File: src/rtl/and_gate_pkg.sv
// Shared encodings for the and_gate_unit slice: truth-table coverage indices.
package and_gate_pkg;

  localparam int unsigned COMBO_00 = 0;
  localparam int unsigned COMBO_01 = 1;
  localparam int unsigned COMBO_10 = 2;
  localparam int unsigned COMBO_11 = 3;
  localparam int unsigned COV_W    = 4;

endpackage : and_gate_pkg

File: src/rtl/sat_counter.sv
// Up-counter that sticks at all-ones; synchronous clear has priority over increment.
module sat_counter #(
  parameter int unsigned W = 16
) (
  input  logic         clk,
  input  logic         rst_n,
  input  logic         inc,
  input  logic         clr,
  output logic [W-1:0] cnt
);

  always_ff @(posedge clk or negedge rst_n) begin
    if (!rst_n) begin
      cnt <= '0;
    end else if (clr) begin
      cnt <= '0;
    end else if (inc && (cnt != {W{1'b1}})) begin
      cnt <= cnt + W'(1);
    end
  end

endmodule : sat_counter

File: src/rtl/and_gate_unit.sv
// Bitwise AND with combinational and registered outputs, sticky truth-table
// coverage and a saturating count of cycles with a nonzero result.
module and_gate_unit
  import and_gate_pkg::*;
#(
  parameter int unsigned WIDTH = 1,
  parameter int unsigned CNT_W = 16
) (
  input  logic             clk,
  input  logic             rst_n,
  input  logic             clr,
  input  logic [WIDTH-1:0] a,
  input  logic [WIDTH-1:0] b,
  output logic [WIDTH-1:0] y,
  output logic [WIDTH-1:0] y_q,
  output logic [COV_W-1:0] cov,
  output logic [CNT_W-1:0] hi_cnt
);

  logic [WIDTH-1:0] m00, m01, m10, m11;
  logic [COV_W-1:0] hit;

  // Combinational path stays live during reset and without a clock.
  assign y = a & b;

  // Per-bit truth-table match, later OR-reduced per combination.
  for (genvar i = 0; i < WIDTH; i++) begin : g_bit
    assign m00[i] = ({a[i], b[i]} == 2'(COMBO_00));
    assign m01[i] = ({a[i], b[i]} == 2'(COMBO_01));
    assign m10[i] = ({a[i], b[i]} == 2'(COMBO_10));
    assign m11[i] = ({a[i], b[i]} == 2'(COMBO_11));
  end

  assign hit[COMBO_00] = |m00;
  assign hit[COMBO_01] = |m01;
  assign hit[COMBO_10] = |m10;
  assign hit[COMBO_11] = |m11;

  always_ff @(posedge clk or negedge rst_n) begin
    if (!rst_n) begin
      y_q <= '0;
      cov <= '0;
    end else begin
      y_q <= a & b;
      cov <= clr ? '0 : (cov | hit);
    end
  end

  sat_counter #(
    .W (CNT_W)
  ) u_hi_cnt (
    .clk   (clk),
    .rst_n (rst_n),
    .inc   (|y),
    .clr   (clr),
    .cnt   (hi_cnt)
  );

endmodule : and_gate_unit

File: config.mk
export PLATFORM = sky130hd
export DESIGN_NAME = and_gate_unit
export DESIGN_NICKNAME = d
export VERILOG_FILES = /design/src/rtl/and_gate_pkg.sv /design/src/rtl/sat_counter.sv /design/src/rtl/and_gate_unit.sv
export SDC_FILE = /design/constraint.sdc
export NUM_CORES = 1
export LEC_CHECK = 0
export ABC_AREA = 1
export ABC_CLOCK_PERIOD_IN_PS = 1600
export CAP_MARGIN = 10
export CORE_MARGIN = 1.5
export CORE_UTILIZATION = 35
export DETAILED_ROUTE_END_ITERATION = 6
export PLACE_DENSITY = 0.66
export RECOVER_POWER = 50
export SLEW_MARGIN = 15
export SYNTH_ARGS = -nofsm -noshare
export SYNTH_HDL_FRONTEND = slang
export SYNTH_SLANG_ARGS = --single-unit
File: constraint.sdc
create_clock -name clk -period 1.6 [get_ports clk]
set_clock_uncertainty 0.1 [all_clocks]
set_input_delay 0.24 -clock clk [delete_from_list [all_inputs] [get_ports clk]]
set_output_delay 0.24 -clock clk [all_outputs]
set_load 0.02 [all_outputs]
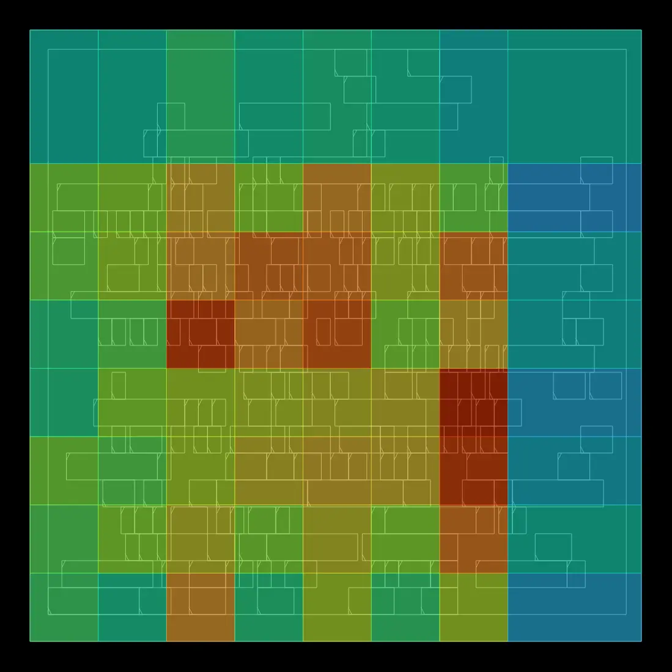
Fig. 1. Routing congestion (run 1).
GRT Util Overall: 0.183
routed len/inst: 10.8 um
fin util: 0.525
GR peak layer: met2
met1 global-route usage: 0.238

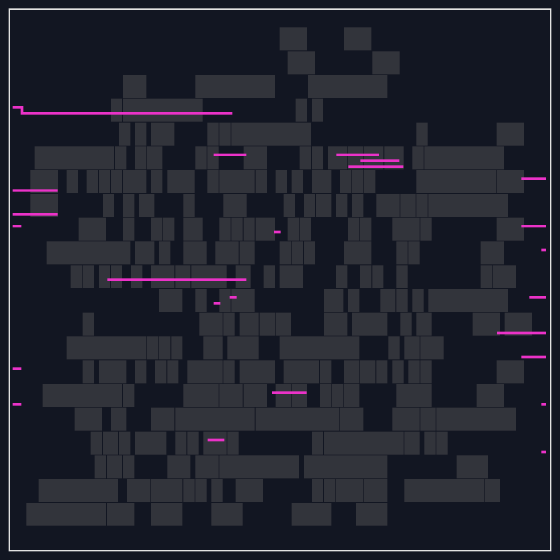
Fig. 2. M3 wires (run 1).
Cells faint in the background.
main direction: horizontal
longest straight run: 23.9 um
wire length on this layer: 92.2 um

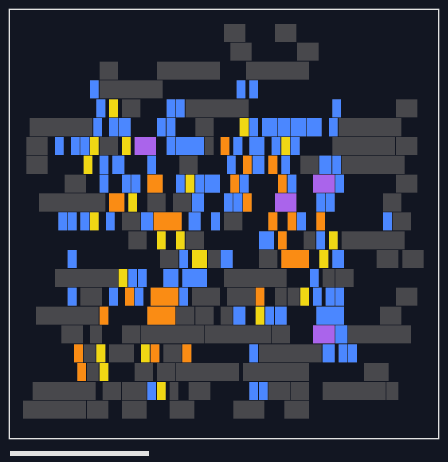
Fig. 3. Logic cells by family (run 1).
Scale bar: 20 um.
legend:
  XOR/XNOR gates:
    colour: purple
    cells: 4
  NAND gates:
    colour: blue
    cells: 88
  inverters:
    colour: yellow
    cells: 21
  NOR gates:
    colour: orange
    cells: 23
    where: middle

==> results.py, run 1 <==
# Auto-generated metrics
metrics = {
    "outcome": {
        "status": "completed",
    },
    "setup_path": {
        "crit_path_start_kind": "register",
        "crit_arrival_ps": 1200,
        "rr_endpoint": "u_hi_cnt.cnt[0]",
        "startpoint": "u_hi_cnt.cnt[0]",
        "timing.rr.start": "u_hi_cnt.cnt[1]",
        "critPathMaxFanout": 3,
        "reg2regPathDepth": 9,
        "critPathRequiredTime_ps": 1260,
        "regToRegSetupSlack_ps": 80,
        "crit_path_end_kind": "primary output",
        "cp-endpoint": "hi_cnt[0]",
        "crit_type": "reg -> out",
    },
    "yosys": {
        "topCellsByArea": "dfrtp_1 43%, nand2_1 21%, inv_1 6.5%, nand3_1 6.2%, nor2_1 5.6%",
        "ys_types": 17,
        "syn_area_um2": 1210,
        "synth_top_area_share": 0.434,
        "yosys_warnings": 0,
        "synth_area_leader_cell": "dfrtp_1",
        "synthCells": 173,
        "numSynthFlops": 21,
        "ys_chip_area_um2": 1210,
        "fp_nets": 179,
        "yosysSeqAreaShare": 0.434,
        "syn_area_per_cell_um2": 6.99,
        "yosysCellCount": 173,
    },
    "worst_hold_path": {
        "worstHoldPathType": "in -> async",
    },
    "final_timing": {
        "slew_violations": 0,
        "worstMarginPinSlew_ps": 535,
        "max_freq_mhz": 650,
        "finalHoldViolations": 0,
        "fin_crit_ps": 1540,
        "finalClockPeriodUsage": 0.962,
        "rsz0062_at_grt": "yes",
        "finalSetupViolCount": 0,
        "fin_ws_ps": 60.5,
        "relSlewSlack": 0.643,
        "holdWs_ps": 320,
        "setup-tns-final_ps": 0,
    },
    "route": {
        "post-route-drc-count": 0,
        "ant_nets": 0,
        "first_iter_violations": 42,
        "drt_wl_total_um": 2930,
        "vias": 1250,
        "dr.pass1.iters": 4,
        "routed_via_density": 4.63,
    },
    "cts": {
        "cts_max_level": 1,
        "postCtsHoldBufs": 0,
        "clock_sinks": 21,
        "ctsResizeCount": 22,
        "cts.clk_slew.worst_paths_ps": 120,
        "numCtsBuffers": 3,
        "clk_latency_ps": 310,
        "clk_path_buf_depth": 2,
        "cts_tree": "built",
        "cts_root_buffer": "clkbuf_4",
        "post_cts_buffers": 0,
    },
    "layout": {
        "stdcell_area_um2": 1750,
        "nets": 231,
        "syn_to_final_growth_pct": 44.7,
        "regArea_um2": 529,
        "stdcell_count": 270,
        "mostFrequentLayoutCell": "nand2_1",
        "layout-drive-gt1-share": 0.188,
        "combGateArea_um2": 643,
        "n_fill_cell": 351,
        "diodes": 0,
        "lay_top_cells": "64 x nand2_1, 19 x inv_1, 19 x dlygate4sd2_1, 18 x dfrtp_1, 18 x buf_4",
    },
    "grt": {
        "antenna_found_initial": 0,
        "grt_pass1_vias": 1171,
        "grt_pass1_wl_um": 5120,
        "grt_max_degree": 22,
        "grt_overflow_total": 0,
    },
    "floorplanning": {
        "ios": 27,
        "initCoreUtil": 0.363,
        "core-area_um2": 3340,
        "die_h_um": 61.8,
        "num_rows": 21,
        "fp.dieArea_um2": 3820,
        "die_w_um": 61.8,
    },
    "power": {
        "p_per_area_nw_per_um2": 537,
        "p_leak_uw": 0.000995,
        "ir_drop_mv": 0.352,
        "total_power_uw": 939,
    },
    "placement": {
        "dp_cells": 266,
        "portBuffers": 26,
        "pre_cts_slack_ps": -187,
        "gp_congestion": 0.853,
        "dpl-instance-area_um2": 1710,
        "dp_hpwl_um": 2240,
    },
    "job": {
        "maxCapViolCount": 0,
        "warnings": 27,
    },
}
-- run 1: power breakdown --
| group | internal, uW | total, uW | switching, uW |
|---|---|---|---|
| Clock | 97.5 | 262 | 164 |
| Sequential | 542 | 547 | 5.82 |
| Combinational | 55.3 | 130 | 74.9 |
| Total | 694 | 939 | 245 |
-- run 1: registers in the layout, summed over array words and instances (netlist names) --
signal and flops:
cov 4, u_hi_cnt.cnt 16, y_q 1
-- run 1: synth_stat cells, drive strengths merged --
| master | n |
|---|---|
| nand2 | 68 |
| nor2 | 23 |
| dfrtp | 21 |
| inv | 21 |
| nand3 | 15 |
| nand4 | 5 |
| o21ai | 5 |
| a21oi | 4 |
| o21bai | 4 |
| xor2 | 3 |
| buf | 1 |
| clkbuf | 1 |
| ha | 1 |
| xnor2 | 1 |
-- run 1: cell families after synthesis --
family | Yosys count | share of synthesized area
simple gates | 111 | 0.387
buf+inv | 23 | 0.0776
flops | 21 | 0.434
compound gates | 13 | 0.0620
xor+xnor | 4 | 0.0290
fa+ha+maj | 1 | 0.0103
-- run 1: layout make-up --
| class | count | area share |
|---|---|---|
| Clock buffer | 4 | 0.0150 |
| Timing Repair Buffer | 49 | 0.236 |
| Multi-Input combinational cell | 129 | 0.367 |
| Tap cell | 46 | 0.0329 |
| Sequential cell | 21 | 0.302 |
| Inverter | 21 | 0.0465 |
-- run 1: worst max-delay path, stage by stage (launching register included) --
cell	delay, ps
dfrtp_2	440
buf_4	140
dlygate4sd2_1	310
-- run 1: per-layer routing --
layer / track usage / up-vias / part of all wire
li1: - / 648 / -
met1: 0.238 / 567 / 0.48
met2: 0.301 / 28 / 0.46
met3: 0.0207 / 7 / 0.031
met4: 0.0881 / 0 / 0.025
met5: 0 / - / 0
==> run 2: changes to the inputs <==
Settings changed: SLEW_MARGIN 15 to 20.
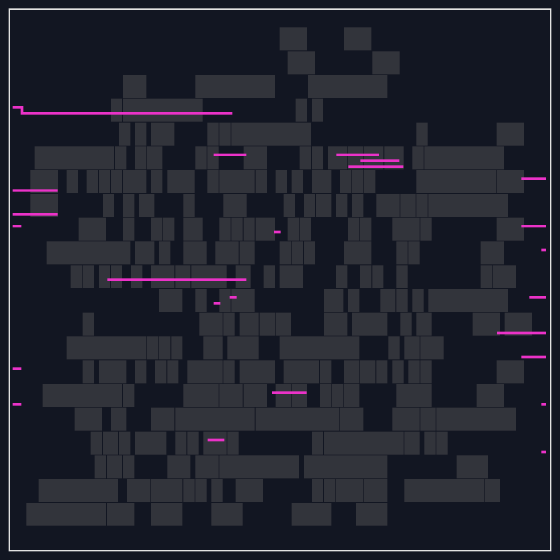
Fig. 4. M3 wires (run 2).
Cells faint in the background.
wire length on this layer: 92.2 um
nets with wire on the layer: 19
share of all routed wire: 3.2%

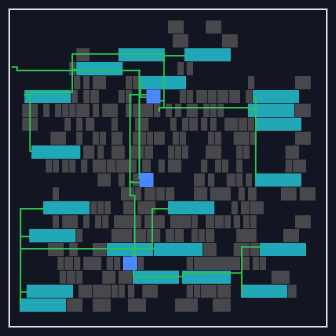
Fig. 5. Clock network drawn from the DEF (run 2).
legend:
  clock wires:
    colour: green
    length: 301 um
  cells driving clock nets:
    colour: blue
    count: 3
  flip-flops:
    colour: cyan
    count: 21
flops lie: spread over the die

==> run 2 against run 1 <==
Wire length is the same. Non-clock buffer count is the same. Largest power group unchanged. Total power is the same. Critical path depth is the same.
==> results.py, run 2 <==
# Auto-generated metrics
metrics = {
    "outcome": {
        "status": "completed",
    },
    "setup_path": {
        "critPathMaxFanout": 3,
        "reg2regPathDepth": 9,
        "critPathRequiredTime_ps": 1260,
        "crit_arrival_ps": 1200,
        "crit_path_end_kind": "primary output",
        "crit_path_start_kind": "register",
        "crit_type": "reg -> out",
        "crit_cells": 2,
        "cp_num_buf_inv": 2,
        "critPathSlowestCell": "dfrtp_2",
        "cpLargestDelayFamily": "buffers and inverters",
    },
    "layout": {
        "diodes": 0,
        "syn_to_final_growth_pct": 44.7,
        "largest_reg_flops": 16,
        "top_regs": "u_hi_cnt.cnt (16), cov (4), y_q (1)",
    },
    "power": {
        "p_comb_frac": 0.139,
        "pwr-share-clk": 0.279,
        "switching_share": 0.261,
        "p_per_area_nw_per_um2": 537,
        "p_seq_frac": 0.583,
        "p_switching_uw": 245,
        "total_power_uw": 939,
        "p_leak_uw": 0.000995,
    },
    "yosys": {
        "async_flop_share": 1.00,
        "synthMostInstantiatedCell": "nand2_1",
        "synthCells": 173,
        "fp_nets": 179,
        "yosys_warnings": 0,
        "synth_area_leader_cell": "dfrtp_1",
        "syn_area_um2": 1210,
        "yosysCellCount": 173,
        "ys.flop_type": "dfrtp_1",
    },
    "final_timing": {
        "finalClockPeriodUsage": 0.962,
        "slew_violations": 0,
        "rsz0062_at_grt": "yes",
        "worstMarginPinSlew_ps": 535,
        "fin_crit_ps": 1540,
        "relSlewSlack": 0.643,
        "setup-tns-final_ps": 0,
    },
    "cts": {
        "postCtsHoldBufs": 0,
        "numCtsBuffers": 3,
        "cts_tree": "built",
        "post_cts_buffers": 0,
        "clock_sinks": 21,
        "cts_root_buffer": "clkbuf_4",
    },
    "job": {
        "warnings": 27,
        "maxCapViolCount": 0,
    },
    "floorplanning": {
        "die_h_um": 61.8,
        "num_rows": 21,
        "initCoreUtil": 0.363,
        "ios": 27,
        "die_w_um": 61.8,
    },
    "grt": {
        "track_usage": 0.183,
        "grt_use_met2": 0.301,
        "grt_overflow_total": 0,
        "grt_max_degree": 22,
    },
    "route": {
        "routed_via_density": 4.63,
        "post-route-drc-count": 0,
        "routed.top_layer": "met4",
        "wl_per_cell_um": 10.8,
    },
    "placement": {
        "dp_hpwl_um": 2240,
        "portBuffers": 26,
    },
    "worst_hold_path": {
        "worstHoldPathType": "in -> async",
    },
}
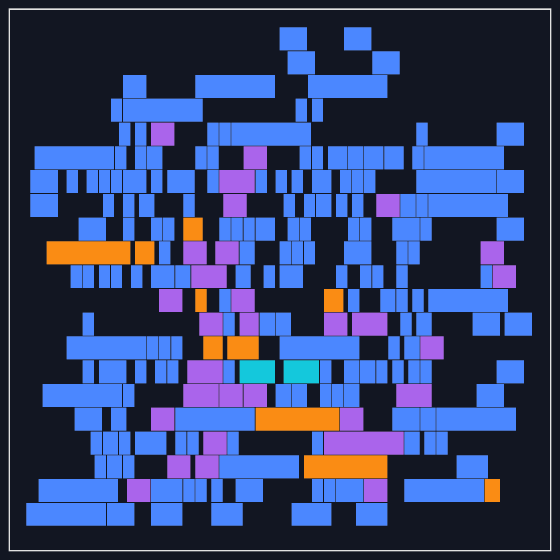
Fig. 6. Drive-strength map (run 2).
legend:
  drive 1 or less:
    colour: blue
    cells: 182
    most_used: nand2_1
  drive 2:
    colour: orange
    cells: 10
    most_used: dfrtp_2
  drive 6 and up:
    colour: cyan
    cells: 2
    most_used: buf_6
  drive 3 to 4:
    colour: purple
    cells: 30
    most_used: buf_4

[run 2: cell counts after synthesis]
No cell type changed its count.
[run 2: layout make-up]
cell class / count / area [um2] / share of cell area
clock buffer: 4 / 26.3 / 0.0150
inverter: 21 / 81.3 / 0.0465
multi-input combinational: 129 / 643 / 0.367
sequential: 21 / 529 / 0.302
tap: 46 / 57.6 / 0.0329
timing repair buffer: 49 / 413 / 0.236
[run 2: kinds of logic (layout without fill, tap and decap cells)]
kind of cell | Yosys count | after routing | share of synthesized area
simple gates | 111 | 111 | 0.387
buf+inv | 23 | 74 | 0.0776
flops | 21 | 21 | 0.434
xor+xnor | 4 | 4 | 0.0290
fa+ha+maj | 1 | 1 | 0.0103
compound gates | 13 | 13 | 0.0620
[run 2: worst paths after layout]
path / from / endpoint / slack [ps]
worst max-delay path: u_hi_cnt.cnt[0] / hi_cnt[0] / 60
worst min-delay path: rst_n / u_hi_cnt.cnt[4] / 320
worst max register to register: u_hi_cnt.cnt[1] / u_hi_cnt.cnt[0] / 80
worst min register to register: cov[3] / cov[3] / 410
max in group asynchronous: rst_n / u_hi_cnt.cnt[0] / 700
min in group clk: cov[3] / cov[3] / 410
[run 2: timing repair]
action | CTS | global route
setup endpoints to repair | 27 | 18
gates cloned | 0 | 0
pin swaps | 0 | 5
resized | 22 | 17
[run 2: metrics by stage]
step	cell area, um2	instances
6_report	1750	270
3_5_place_dp	1710	266
3_3_place_gp	1710	266
2_1_floorplan	1230	173
4_1_cts	1710	270
5_1_grt	1750	270
[run 2: power groups by stage]
stage / combinational, uW / sequential, uW / clock (uW)
after floorplan: 39.6 / 573 / 0
after global placement: 136 / 558 / 0
after detailed placement: 137 / 558 / 0
after CTS: 130 / 548 / 276
after global routing: 143 / 550 / 298
final: 130 / 547 / 262
Fig. 7: run 2, logic cells by family
Scale bar: 20 um.
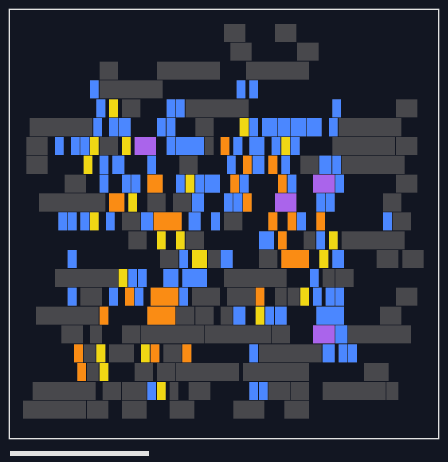

==> run 3: changes to the inputs <==
Settings changed: CORE_ASPECT_RATIO set to 0.9, GPL_TIMING_DRIVEN set to 1.
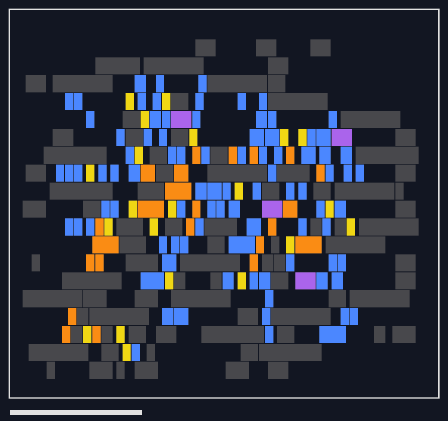
Fig. 8. Logic cells by family (run 3).
Scale bar: 20 um.
legend:
  XOR/XNOR gates:
    colour: purple
    cells: 4
  NOR gates:
    colour: orange
    cells: 23
  inverters:
    colour: yellow
    cells: 21
  NAND gates:
    colour: blue
    cells: 88

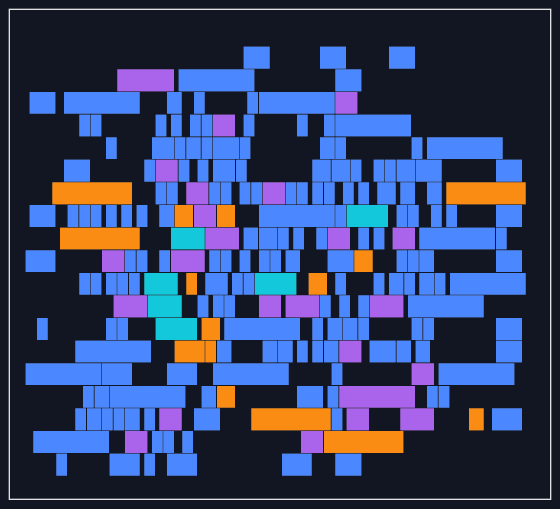
Fig. 9. Drive-strength map (run 3).
legend:
  drive 2:
    colour: orange
    cells: 15
    most_used: dfrtp_2
  drive 3 to 4:
    colour: purple
    cells: 24
    most_used: buf_4
  drive 1 or less:
    colour: blue
    cells: 177
    most_used: nand2_1
  drive 6 and up:
    colour: cyan
    cells: 6

==> run 3 against run 2 <==
First-iteration DRC count up 93%. Combinational power down 4%. Non-clock buffer count down 2. Critical path depth down 1. Worst setup slack worse by 12 ps. Total power up 9.7%. Sequential power about the same. Sequential share of layout area up 0.16 points. Largest power group unchanged. Highest routed layer unchanged.
==> results.py, run 3 <==
# Auto-generated metrics
metrics = {
    "cts": {
        "cts_max_level": 1,
        "postCtsHoldBufs": 0,
        "clk_path_buf_depth": 2,
        "cts_root_buffer": "clkbuf_8",
        "clock_sinks": 21,
        "cts_tree": "built",
        "clk_latency_ps": 260,
        "ctsResizeCount": 17,
        "numCtsBuffers": 3,
        "cts.clk_slew.worst_paths_ps": 80,
        "post_cts_buffers": 0,
    },
    "floorplanning": {
        "die_h_um": 58.8,
        "num_rows": 20,
        "ios": 27,
        "die_w_um": 65.0,
        "fp.dieArea_um2": 3820,
        "core-area_um2": 3330,
        "initCoreUtil": 0.364,
    },
    "yosys": {
        "yosysSeqAreaShare": 0.434,
        "topCellsByArea": "dfrtp_1 43%, nand2_1 21%, inv_1 6.5%, nand3_1 6.2%, nor2_1 5.6%",
        "ys_chip_area_um2": 1210,
        "ys_types": 17,
        "async_flop_share": 1.00,
        "yosysCellCount": 173,
        "syn_area_um2": 1210,
        "synth_area_leader_cell": "dfrtp_1",
        "yosys_warnings": 0,
        "edf_count": 0,
        "numSynthFlops": 21,
        "fp_nets": 179,
        "syn_area_per_cell_um2": 6.99,
        "ys_top_cells_by_count": "67 x nand2_1, 21 x dfrtp_1, 21 x inv_1, 18 x nor2_1, 15 x nand3_1",
        "synthMostInstantiatedCell": "nand2_1",
        "ys.flop_type": "dfrtp_1",
        "synth_top_area_share": 0.434,
        "synthCells": 173,
    },
    "placement": {
        "portBuffers": 26,
        "dp_hpwl_um": 2190,
        "dp_cells": 260,
        "dpl-instance-area_um2": 1680,
        "gp_congestion": 0.824,
        "pre_cts_slack_ps": -221,
    },
    "final_timing": {
        "rsz0062_at_grt": "no",
        "holdWs_ps": 376,
        "finalSetupViolCount": 0,
        "fin_crit_ps": 1550,
        "setup-tns-final_ps": 0,
        "worstMarginPinSlew_ps": 529,
        "slew_violations": 0,
        "max_freq_mhz": 645,
        "relSlewSlack": 0.647,
        "finalHoldViolations": 0,
        "finalClockPeriodUsage": 0.969,
        "fin_ws_ps": 48.8,
    },
    "layout": {
        "stdcell_count": 266,
        "stdcell_area_um2": 1750,
        "nets": 229,
        "diodes": 0,
        "lay_top_cells": "63 x nand2_1, 19 x inv_1, 16 x nor2_1, 16 x dfrtp_1",
        "top_regs": "u_hi_cnt.cnt (16), cov (4), y_q (1)",
        "layout-drive-gt1-share": 0.203,
        "syn_to_final_growth_pct": 44.6,
        "largest_reg_flops": 16,
        "mostFrequentLayoutCell": "nand2_1",
        "largest-register": "u_hi_cnt.cnt",
    },
    "route": {
        "routed_via_density": 4.61,
        "first_iter_violations": 81,
        "post-route-drc-count": 0,
        "vias": 1227,
        "ant_nets": 0,
        "dr.pass1.iters": 5,
        "drt_wl_total_um": 3060,
    },
    "power": {
        "switching_share": 0.253,
        "p_seq_frac": 0.532,
        "pwr-share-clk": 0.347,
        "p_comb_frac": 0.121,
        "ir_drop_mv": 0.370,
        "p_leak_uw": 0.000958,
        "p_per_area_nw_per_um2": 589,
        "total_power_uw": 1030,
        "p_int_uw": 770,
        "p_switching_uw": 261,
    },
    "setup_path": {
        "cp_num_buf_inv": 1,
        "critPathMaxStageDelay_ps": 610,
        "crit_path_end_kind": "primary output",
        "crit_path_start_kind": "register",
        "crit_type": "reg -> out",
        "cpLargestDelayFamily": "buffers and inverters",
        "crit_arrival_ps": 1210,
        "critPathMaxFanout": 2,
        "critPathRequiredTime_ps": 1260,
        "critPathSlowestCell": "clkdlybuf4s50_1",
        "crit_chain": "clkdlybuf4s50_1",
    },
    "grt": {
        "grt_pass1_wl_um": 5000,
        "grt_max_degree": 22,
        "grt_pass1_vias": 1106,
        "grt_overflow_total": 0,
        "antenna_found_initial": 0,
    },
    "job": {
        "warnings": 26,
        "maxCapViolCount": 0,
    },
    "worst_hold_path": {
        "worstHoldPathType": "in -> async",
    },
    "outcome": {
        "status": "completed",
    },
}
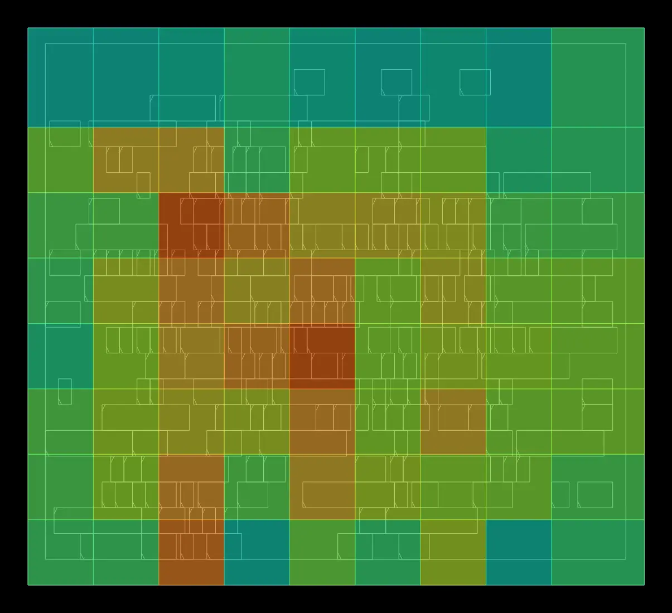
Fig. 10. Routing congestion (run 3).
GRT Util Overall: 0.171
fin util: 0.526
routed len/inst: 11.5 um
met1 global-route usage: 0.224

run 3: cell count changes in the layout (fill, tap and decap cells not counted), sizes merged:
cell | before | now
buf | 20 | 18
clkbuf | 7 | 11
clkdlybuf4s15 | 2 | 1
clkdlybuf4s50 | 3 | 5
dlygate4sd2 | 19 | 15
dlymetal6s2s | 1 | 0
run 3: routing by layer:
layer	global-route usage	up-vias	part of all wire
li1	-	639	-
met1	0.224	554	0.48
met2	0.286	32	0.47
met3	0.0402	2	0.041
met4	0.0456	0	0.0072
met5	0	-	0
run 3: layout make-up:
class                   count  area [um2]
flip-flops and latches     21         532
multi-input cells         129         659
well taps                  44        55.1
fillers                   351        1580
clock buffers               4        45.0
inverters                  21        78.8
repair buffers             47         379
run 3: power by group through the flow:
stage	clock, uW	sequential [uW]	combinational [uW]
after detailed placement	0	559	133
after global routing	391	549	137
after floorplan	0	573	39.6
after global placement	0	559	133
final	357	548	125
after CTS	375	548	131
run 3: path summary, 6_finish.rpt:
path                                 startpoint  cells after the start          endpoint  slack [ps]
worst max-delay path                     cov[0]                      1            cov[0]          50
max in group asynchronous                 rst_n                      2  u_hi_cnt.cnt[10]         630
min in group clk                         cov[0]                      2            cov[0]         400
worst min register to register           cov[0]                      2            cov[0]         400
worst min-delay path                      rst_n                      2   u_hi_cnt.cnt[2]         380
worst max register to register  u_hi_cnt.cnt[1]                      9   u_hi_cnt.cnt[0]          70
run 3: cells by family (layout without fill, tap and decap cells):
logic type | count (synthesis) | count (layout) | synth area share
AND/OR/NAND/NOR | 111 | 111 | 0.387
buffers and inverters | 23 | 72 | 0.0776
flip-flops | 21 | 21 | 0.434
AND-OR/OR-AND | 13 | 13 | 0.0620
XOR/XNOR | 4 | 4 | 0.0290
adder cells (fa/ha/maj) | 1 | 1 | 0.0103
No activity file was given, so power comes from the tool's default toggle rates.
